==> config.mk <==
export PLATFORM = sky130hd
export DESIGN_NAME = alu_seq_core
export DESIGN_NICKNAME = d
export VERILOG_FILES = /design/src/rtl/alu_seq_core.sv
export SDC_FILE = /design/constraint.sdc
export NUM_CORES = 1
export LEC_CHECK = 0
export CAP_MARGIN = 20
export CORE_AREA = 3 3 55 57
export CTS_CLUSTER_DIAMETER = 40
export DETAILED_ROUTE_END_ITERATION = 16
export DIE_AREA = 0 0 58 60
export PLACE_DENSITY = 0.55
export SLEW_MARGIN = 20
export SYNTH_ARGS = -nofsm -noshare
export SYNTH_HDL_FRONTEND = slang
export SYNTH_SLANG_ARGS = --single-unit
==> constraint.sdc <==
create_clock -name clk -period 2.3 [get_ports clk]
set_input_delay 0.46 -clock clk [delete_from_list [all_inputs] [get_ports clk]]
set_output_delay 0.46 -clock clk [all_outputs]
set_load 0.03 [all_outputs]
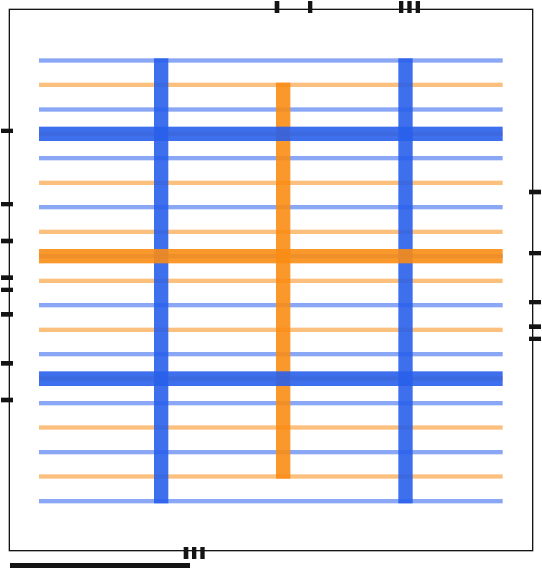
*Floorplan with the power grid*
The bar under the picture is 20 um long. Pins as bars on the die edge.
| net | colour |
|---|---|
| VSS | blue |
| VDD | orange |
met5 straps: 3
met4 straps: 3
core footprint: 2520 um^2
DIE WIDTH: 58 um
Peak VDD IR: 0.517 mV

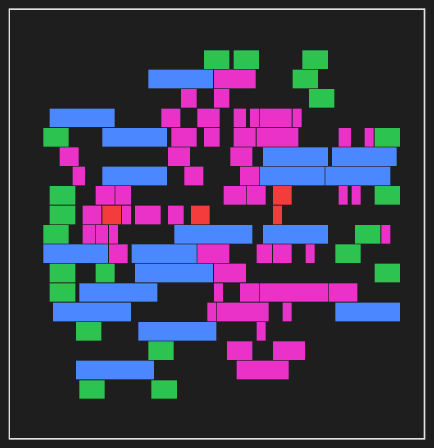
*Cell classes on the final placement*
| class | colour | cells |
|---|---|---|
| all other logic | magenta | 52 |
| flip-flops | blue | 18 |
| other buffers and delay cells | green | 21 |
| clock drivers and dummy loads | red | 4 |
fin area: 1170 um^2
Seq area share: 41.0%
Row Count: 18

==> flow_summary.yaml <==
# implementation run metrics
routing:
  drcViolationCount: 0
  met2_length_um: 733
  wirelength_mm: 1.62
  ant_nets: 0
  dr.pass1.iters: 4
  num_vias: 625
  via_per_inst: 5.00
  wl_met1_um: 784
  highest_layer: "met3"
  post_drt_wl_per_cell_um: 12.9
yosys:
  syn-cell-area_um2: 901
  ys.flops: 18
  yosys_area_um2: 901
  mux_area_share_pct: 5.28
  yosysTopAreaCell: "dfrtp_1"
  ys_top_logic_family: "AND-OR/OR-AND gates"
  fa_ha_area_share_pct: 10.0
  synth_async_sr_flop_share_pct: 66.7
  top_cell: "dfrtp_1"
  yosysWarnings: 0
  ys_cells: 70
  syn_nets: 87
  common_cells: "dfrtp_1 (12), inv_1 (9), edfxtp_1 (6), ha_1 (4), nand2_1 (3)"
  yosys.area.top_type_share_pct: 33.3
  ys_seq_share_pct: 53.3
  area_leaders: "dfrtp_1 (33%), edfxtp_1 (20%), ha_1 (5.6%), fa_1 (4.4%), inv_1 (3.8%)"
  simple_gate_area_share_pct: 11.7
  xor_share_pct: 0
  syn_area_per_cell_um2: 12.9
layout:
  diodes: 0
  area_growth_syn_to_layout_pct: 30.1
  drive_above_1_share_pct: 9.47
  nets: 113
cts:
  cts_root_buf: "clkbuf_4"
  clock_latency_ns: 0.29
  clockBufferDepth: 2
  clkSlewWorstSetupHoldPaths_ns: 0.10
  hold_buffers: 0
  cts_setup_buffers: 0
  cts_tree: "yes"
  ctsResizeCount: 0
floorplan:
  num_io_pins: 21
  floorplan.core_util_pct: 35.7
  die-area_um2: 3480
run:
  warning_count: 28
  cap_violations: 0
setup_path:
  cp.depth: 6
  start_kind: "flip-flop"
  cp-end-kind: "flip-flop"
  r2r_slack_ns: 0.31
  worst_ep_required_time_ns: 2.48
  critical_path_class: "flip-flop to flip-flop"
  crit_family: "multiplexers"
  worst_path_max_delay_cell: "fa_1"
  max_stage_delay_ns: 0.48
  reg2reg_depth: 6
  worst-path-buf-inv: 2
  crit_path_max_fanout: 3
outcome:
  status: "finished, final reports clean"
power_and_ir_drop:
  power_density_nw_per_um2: 745
  p_comb_share_pct: 32.8
  switching_share_pct: 32.9
  p_int_mw: 0.586
  pwr-share-clk_pct: 18.1
  power.switching_mw: 0.288
  p_leak_nw: 0.496
  seq_power_share_pct: 49.1
  power_mw: 0.874
global_routing:
  grt_use_total_pct: 10.8
  grt_max_degree: 13
  grt_pass1_wl_mm: 2.83
  antenna_found_initial: 0
  grt_pass1_vias: 638
final_timing:
  clock_skew_ns: 0.00565
  fmax_mhz: 503
  max-slew-margin-rel_pct: 64.8
  setup-violations-final: 0
  rsz0062_at_grt: "no"
  setup-tns-final_ns: 0
  drv_slew: 0
  final_hold_viol_count: 0
  period_minus_slack_ns: 1.99
  worstMarginPinSlew_ns: 0.513
  period_used_pct: 86.4
worst_hold_path:
  holdCritPathClass: "input port to asynchronous set/reset pin"
place:
  place_congestion: 0.728
  post-dp-hpwl_mm: 1.26
-- per-stage QoR --
stage / hold WS [ns] / cell area, um^2 / utilization [%] / cells / setup WS, ns
2_1_floorplan: 0.325 / 901 / - / 70 / 0.393
3_3_place_gp: 0.459 / 1150 / 45.4 / 121 / 0.375
3_5_place_dp: 0.463 / 1150 / 45.4 / 121 / 0.313
4_1_cts: 0.477 / 1170 / 46.5 / 125 / 0.292
5_1_grt: 0.501 / 1170 / 46.5 / 125 / 0.241
6_report: 0.470 / 1170 / 46.5 / 125 / 0.314
-- layout make-up --
class	count	area [um^2]
clock buffer	3	22.5
clock inverter	1	3.75
fill	247	1350
inverter	9	33.8
multi-input combinational	43	387
sequential	18	480
tap	30	37.5
timing repair buffer	21	208
-- power groups by stage --
stage	registers [mW]	clock network (mW)	logic (mW)
after global routing	0.440	0.181	0.310
after detailed placement	0.437	0	0.289
after CTS	0.431	0.166	0.291
final	0.430	0.158	0.286
after floorplan	0.508	0	0.0925
after global placement	0.436	0	0.286
-- layer usage --
| layer | global-route usage [%] | vias up |
|---|---|---|
| li1 | - | 308 |
| met1 | 13.5 | 300 |
| met2 | 17.6 | 17 |
| met3 | 4.54 | 0 |
| met4 | 1.99 | 0 |
| met5 | 0 | - |
-- worst reg2reg max path, delay by kind of cell, from the launching register on --
family | cells | cell delay, ns
fa+ha+maj | 2 | 0.69
buf+inv | 2 | 0.09
flops | 1 | 0.38
mux | 2 | 0.72
-- cells in the final DEF (no fill, tap or decap), drive strengths merged, types with 2 or more instances in the layout --
master	count
nand2b	2
clkdlybuf4s50	20
inv	9
fa	2
nor2b	2
dfrtp	12
o311ai	3
o211ai	2
nor3b	2
o21ai	3
o41ai	2
edfxtp	6
nand2	3
ha	4
clkbuf	3
No activity file was given, so power comes from the tool's default toggle rates.
